Run 1, wiring heat map:
The die is cut into 24 by 24 equal tiles; dark blue is low, red is high, scaled to the fullest tile. Values are wire area over tile area, all layers added.
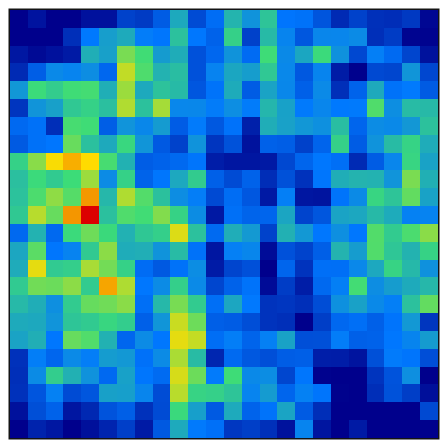
Run 1, clock wires, drivers and flops:
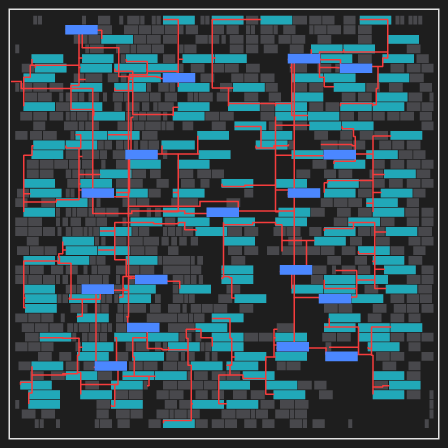
Run 1, sizing map:
Bar = 20 µm.
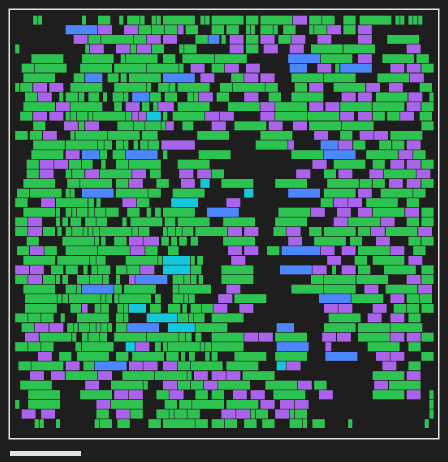
==> config.mk <==
export PLATFORM = sky130hd
export DESIGN_NAME = instruction_fetch
export DESIGN_NICKNAME = d
export VERILOG_FILES = /design/src/rtl/instruction_fetch.sv
export SDC_FILE = /design/constraint.sdc
export NUM_CORES = 1
export LEC_CHECK = 0
export ABC_CLOCK_PERIOD_IN_PS = 11750
export CAP_MARGIN = 20
export CORE_UTILIZATION = 53
export DETAILED_ROUTE_END_ITERATION = 12
export HOLD_SLACK_MARGIN = 0.15
export PLACE_DENSITY = 0.86
export SYNTH_ARGS = -nofsm -noshare
export SYNTH_HDL_FRONTEND = slang
export SYNTH_SLANG_ARGS = --single-unit
==> constraint.sdc <==
create_clock -name clk -period 11.75 [get_ports clk]
set_clock_uncertainty 0.1 [all_clocks]
set_input_delay 1.7625 -clock clk [delete_from_list [all_inputs] [get_ports clk]]
set_output_delay 1.7625 -clock clk [all_outputs]
set_load 0.005 [all_outputs]
==> src/rtl/instruction_fetch.sv <==
// instruction_fetch: PC register feeding a 2-entry {pc, instr} FIFO toward decode
//
// Ports:
//   clk          - clock; all state updates on the rising edge
//   rst          - asynchronous active-high reset
//   imem_addr    - byte address to instruction memory (straight from the PC register)
//   imem_rd      - instruction word returned combinationally for imem_addr
//   fetch_en     - allows new fetches into the FIFO
//   redirect     - flush buffered entries and restart fetch at redirect_pc
//   redirect_pc  - redirect target byte address (low two bits ignored)
//   out_valid    - head instruction available
//   out_ready    - decode accepts the head instruction
//   out_instr    - head instruction word
//   out_pc       - byte address of out_instr
//   fetch_count  - delivered-instruction counter; tied to 0 unless FETCH_COUNT_EN is defined
module instruction_fetch #(
    parameter logic [31:0] RESET_PC = 32'h0000_0000
) (
    input  logic        clk,
    input  logic        rst,
    output logic [31:0] imem_addr,
    input  logic [31:0] imem_rd,
    input  logic        fetch_en,
    input  logic        redirect,
    input  logic [31:0] redirect_pc,
    output logic        out_valid,
    input  logic        out_ready,
    output logic [31:0] out_instr,
    output logic [31:0] out_pc,
    output logic [31:0] fetch_count
);
    logic [31:0] pc;
    logic [1:0]  count;
    logic        rd_ptr;
    logic        wr_ptr;
    logic [31:0] fifo_pc    [2];
    logic [31:0] fifo_instr [2];
    logic        pop;
    logic        push;

    assign imem_addr = pc;
    assign out_valid = count != 2'd0;
    assign out_instr = fifo_instr[rd_ptr];
    assign out_pc    = fifo_pc[rd_ptr];
    assign pop       = out_valid && out_ready;
    // a full FIFO can still accept when the head leaves in the same cycle
    assign push      = fetch_en && !redirect && (count < 2'd2 || pop);

    always_ff @(posedge clk or posedge rst) begin
        if (rst) begin
            pc            <= RESET_PC;
            count         <= 2'd0;
            rd_ptr        <= 1'b0;
            wr_ptr        <= 1'b0;
            fifo_pc[0]    <= '0;
            fifo_pc[1]    <= '0;
            fifo_instr[0] <= '0;
            fifo_instr[1] <= '0;
        end else if (redirect) begin
            // masking keeps every redirect_pc bit in use while word-aligning the target
            pc     <= redirect_pc & 32'hFFFF_FFFC;
            count  <= 2'd0;
            rd_ptr <= 1'b0;
            wr_ptr <= 1'b0;
        end else begin
            if (push) begin
                fifo_pc[wr_ptr]    <= pc;
                fifo_instr[wr_ptr] <= imem_rd;
                wr_ptr             <= ~wr_ptr;
                pc                 <= pc + 32'd4;
            end
            if (pop)
                rd_ptr <= ~rd_ptr;
            count <= count + {1'b0, push} - {1'b0, pop};
        end
    end

`ifdef FETCH_COUNT_EN
    // a pop coinciding with redirect is still a delivery, so count pops unconditionally
    always_ff @(posedge clk or posedge rst) begin
        if (rst)
            fetch_count <= '0;
        else if (pop)
            fetch_count <= fetch_count + 32'd1;
    end
`else
    assign fetch_count = '0;
`endif
endmodule

==> notes.md, run 1 <==
Switching power as a fraction of the total was reported as 26.3%. Counting the warning lines in the Yosys log gives 0. The register with the most flip-flops in the layout has 64 of them. The run gives 60 ps for the clock transition at the registers of the reported paths. The run gives 5,177 for the number of global-route vias before repair.

STA puts the critical path data required time at 9890 ps. In this run the critical register-to-register path is launched from count[1]$_DFF_PP0_. The number of antenna repair diodes was 0.

Setup repair after global routing left no endpoint under its margin. Yosys reports that the leading cell type by area covers 52.5% of the netlist area. The global router reports that the layer with the highest usage is met2.

The synthesized netlist devotes 3.84% of its cell area to XOR and XNOR gates. The worst setup path is captured at a primary output. The timing report gives the biggest stage delay along the critical path as 770 ps. After synthesis the netlist holds a flip-flop and latch count of 158. The core utilization of the finished layout was 69.8%. The startpoint of the lowest-slack hold path is fifo_pc[22]$_DFFE_PP0P_. The synthesized netlist devotes 0.499% of its cell area to adder and majority cells. The detailed router reported a total wirelength of 16.0 mm. STA reports a reg2reg setup slack of 8740 ps. The mux cell area share after synthesis was 27.9%. Global routing consumed, on the met2 layer, 37.6% of the routing resources.

The combinational family with the most area after synthesis was multiplexers. With the number of cells traversed by the worst register-to-register path at 7, the mean area per synthesized cell is 12.9 µm². The post-synth count of flops with an enable pin is 0. The logs give 0 for the sum of overflow across all layers after global routing and 6840 ps for the placement-stage worst setup slack. For the total negative slack, the log shows 0 ps.

Routing resource usage on met1 recorded by global route was 28.4%. The logs give 0 for the max-slew violation count and 2 for the maximum count of clock buffers along a single path. The run gives 9120 µm² for the standard cell area after detailed placement.

The clock H-tree reported by CTS has 4 levels. Yosys stat counts 583 cells in the synthesized netlist. The placed cell count is 895. Per STA, the endpoint of the critical path is out_pc[29]. The pin count of the biggest net entering global routing was 97; the cell count after synthesis was 583. Wire segments on met3 add up to 1.20 mm in the final route.

The critical path's slowest stage uses the library cell sky130_fd_sc_hd__dfrtp_2. The power report lists the combinational group at 775 µW. Post-detailed-placement half-perimeter wirelength: 10.6 mm. Static timing analysis puts the maximum clock frequency at 219 MHz. CTS placed an instance of sky130_fd_sc_hd__clkbuf_16 at the clock tree root.

The largest share of the power goes to sequential cells. The clock tree has to reach 158 sinks. The run gives 0 for the number of antenna-violating nets in the routed design. The tools report the final-report setup violation count as 0. With the portion of the clock cycle consumed by the worst path in the final layout at 38.8%, the final-layout worst hold slack is 400 ps. The leakage component of the power was reported as 0.00409 µW.

The simple-gate portion of the synthesized area is 7.43%, and the number of distinct library cells after synthesis is 32. Per the run summary, max-cap violations total 0. The run gives 52.5% as the sequential area share after synthesis. In the power breakdown, the internal column shows 1600 µW. The logs give 7.89 mm for the met2 wire length and 32.7% for the tightest slew margin relative to the limit. In this run, post-CTS repair resized a total of 0 instances. The die outline area was 14,700 µm². Of the cells placed in the final design, the portion with a size suffix greater than 1 is 31.2%. The placement report lists the number of port buffers as 159.

In this run the critical path is formed by buf_4 > mux2_2 > clkdlybuf4s50_1. The run gives 1 for the worst hold path stage count. Power attributed to sequential cells is 871 µW. The run gives 927 as the number of standard cells in the final layout excluding fillers.

In the hold report, the worst path ends at fifo_pc[22]$_DFFE_PP0P_. The flow ran to the end, and the final reports show no timing, DRC or antenna violations. The clock buffer count from CTS is 17.

Looking at the cell usage after synthesis, the top flip-flop cell is sky130_fd_sc_hd__dfrtp_1. Summing every instance area after synthesis gives 7530 µm². After filler insertion, the fill cell instance count of the layout stands at 947. Looking at the VDD voltage map, the peak drop is 122 µV. The flow reports that combinational logic draws 35.7% of the design power. The total vias in the final route is 4,931.
## Picture notes: 'wiring heat map'
mean over tiles	0.18
nearly empty tiles	5.2%
emptiest ninth of the die	south-east
densest ninth of the die	west
fullest tile	0.61
tiles over half the peak	12%

## Picture notes: 'clock wires, drivers and flops'
[flip-flops] cyan | count: 158
[clock wires] red | length: 1,770 µm
[clock drivers] blue | count: 17
flops lie	all over the die
routed clock nets	18
power of the clock network: 526 µW
clock network fraction of total power: 24.2%
Latency at later pin: 420 ps

## Picture notes: 'sizing map'
size	colour	cells
_0 and _1 cells	green	514
_2 cells	purple	197
_3 and _4 cells	cyan	11
_6 and larger	blue	25

==> run 1: placed cells by master, fill, tap and decap left out, drive strengths merged <==
cell type        n
inv              9
nand2           41
clkdlybuf4s50  158
ha               3
nor2            11
bufinv           1
mux2i            1
nor3b            1
mux2           186
nor4             9
nand2b           1
clkbuf          26
xnor2           28
clkinv           5
nor4b            1
xor2             5
or2              1
or4b             1
nor3             8
dfrtp          158
and2             3
o21ai           30
and4             4
buf              5
nand4            6
nand3            8
conb            36
nor2b            1
==> run 1: area by class of cell <==
type | instances | area (µm²) | area share, %
clock buffers | 26 | 519 | 5.36
multi-input cells | 385 | 3290 | 33.9
flip-flops and latches | 158 | 3960 | 40.8
repair buffers | 163 | 1620 | 16.7
inverters | 9 | 38.8 | 0.400
clock inverters | 6 | 55.1 | 0.568
well taps | 180 | 225 | 2.32
## Run 2: what changed since run 1
- ABC_CLOCK_PERIOD_IN_PS: 11750 -> 3850
- CORE_UTILIZATION: 53 -> 44
- PLACE_DENSITY: 0.86 -> 0.76
- clock period: 11.75 -> 3.85 ns (I/O delays scaled with it)
Run 2, cell outlines without signal wires:
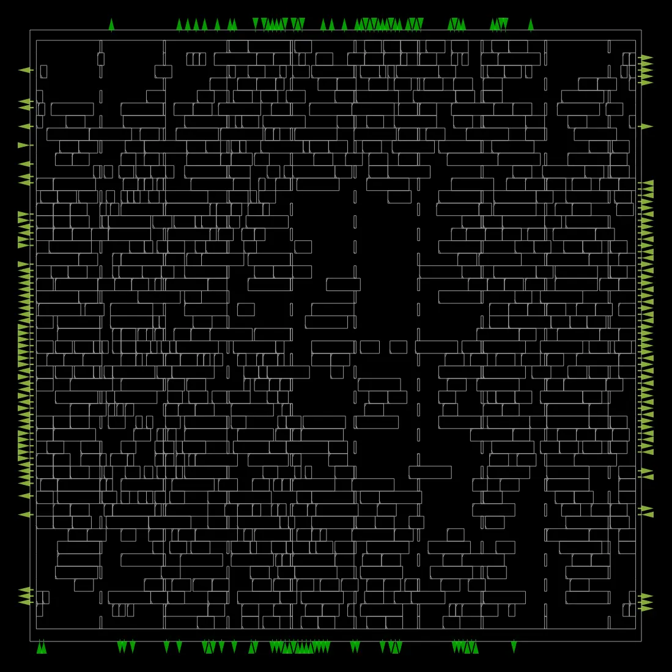
share of cell area taken by flip-flops and latches: 40.3%
count of sequential standard cells: 158
utilization after layout: 59.0%
Final Non-Filler Cells: 971

==> run 2 against run 1 <==
Effect of this change:
- critical path depth is the same
- setup slack got worse by 6300 ps
- die size is 20% higher
- cell count is 4.7% higher
- sequential power increased to 3.0 times the previous value
- register-to-register slack worse by 7300 ps
- final area rose by 1.3%
- clock-buffer cell count shrank 7
- critical endpoint unchanged
- largest power group unchanged
==> notes.md, run 2 <==
The tools report the end of the worst hold path as fifo_instr[40]$_DFFE_PP0P_. For the H-tree depth reported by CTS, the log shows 4. The final max-slew violation count recorded for this run is 0. Nets still carrying antenna violations after routing amount to 0. The run gives 16.2 mm as the wire length reported by the detailed router. The global routing report lists met1 layer usage as 23.3%.

For reference, the mux area share after synthesis is 27.9%. After global routing, the most crowded layer is met2. The end-of-flow timing check tallies setup violations at 0. Post-synth the commonest register cell is sky130_fd_sc_hd__dfrtp_1. STA on the placed design reports a worst setup slack of 711 ps. The tools report the number of global-route vias before repair as 5,145. Detailed placement reports a standard cell area of 9240 µm².

After synthesis the cells add up to 7530 µm². The register-to-register setup slack came out at 1440 ps. Number of enable flip-flop cells: 0.

The run finished with clean final reports. The type of element capturing the critical path was a primary output. The placed cell count was 939. The static leakage was 0.00411 µW. The combinational family with the most area after synthesis is multiplexers. The tools report the maximum clock frequency as 336 MHz.

The worst hold path stage count came out at 1. After detailed routing, the met2 layer carries 8.15 mm of wire. Clock tree synthesis inserted a total of 17 buffers. With the maximum count of clock buffers along a single path at 2, the area fraction in xor and xnor cells is 3.84%. Reg-to-reg startpoint: count[1]$_DFF_PP0_.

The routed layout has 4,865 vias. The flip-flop count of the largest register after layout works out to 64. The number of antenna repair diodes is 0. The tools report the required time of the critical path as 3170 ps. Of the cells placed in the final design, the portion with a size suffix greater than 1 is 32.0%. With the total negative slack at 0 ps, the count of max-cap constraint violations is 0. With the yosys synthesis warning count at 0, the amount of wire on met3 after detailed routing is 945 µm. The CTS log lists the clock sinks for this run as 158. Clock-pin slew was measured on the worst setup and hold paths at 60 ps.

The startpoint identified for the worst hold timing path is fifo_instr[40]$_DFFE_PP0P_. The average instance in the mapped netlist occupies 12.9 µm². For this design, Yosys synthesis ends with a cell count of 583.

Setup repair after global routing left no endpoint under its margin. The number of cells on the worst reg-to-reg path is 7. In this run the worst setup path terminates at out_pc[29].

The worst path uses 77.3% of the clock period. The post-synth register bit count is 158.
Run 2, wiring heat map:
The die is cut into 27 by 27 equal tiles; dark blue is low, red is high, scaled to the fullest tile. Values are wire area over tile area, all layers added.
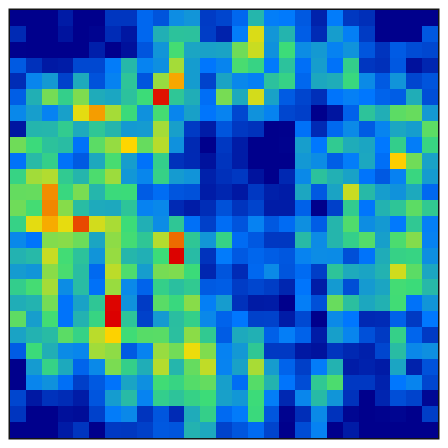
mean over tiles	0.14
fullest tile	0.49
densest ninth of the die	west
nearly empty tiles	8.1%
tiles over half the peak	15%
emptiest ninth of the die	south-east

-- run 2: cell counts after synthesis --
No cell type changed its count.
-- run 2: critical path, cell delays in order (launching register included) --
cell                              delay, ps
sky130_fd_sc_hd__dfrtp_2                650
sky130_fd_sc_hd__buf_12                 340
sky130_fd_sc_hd__mux2_2                 370
sky130_fd_sc_hd__clkdlybuf4s50_1        500
-- run 2: area by class of cell --
type / instances / area, µm²
fillers: 1310 / 6820
clock inverters: 13 / 129
clock buffers: 19 / 453
repair buffers: 167 / 1680
well taps: 220 / 275
multi-input cells: 385 / 3290
inverters: 9 / 37.5
flip-flops and latches: 158 / 3960
-- run 2: power breakdown --
group,internal (µW),switching [µW]
Sequential,2280,361
Combinational,1640,757
Clock,937,689
Total,4850,1810
No activity file was given, so power comes from the tool's default toggle rates.
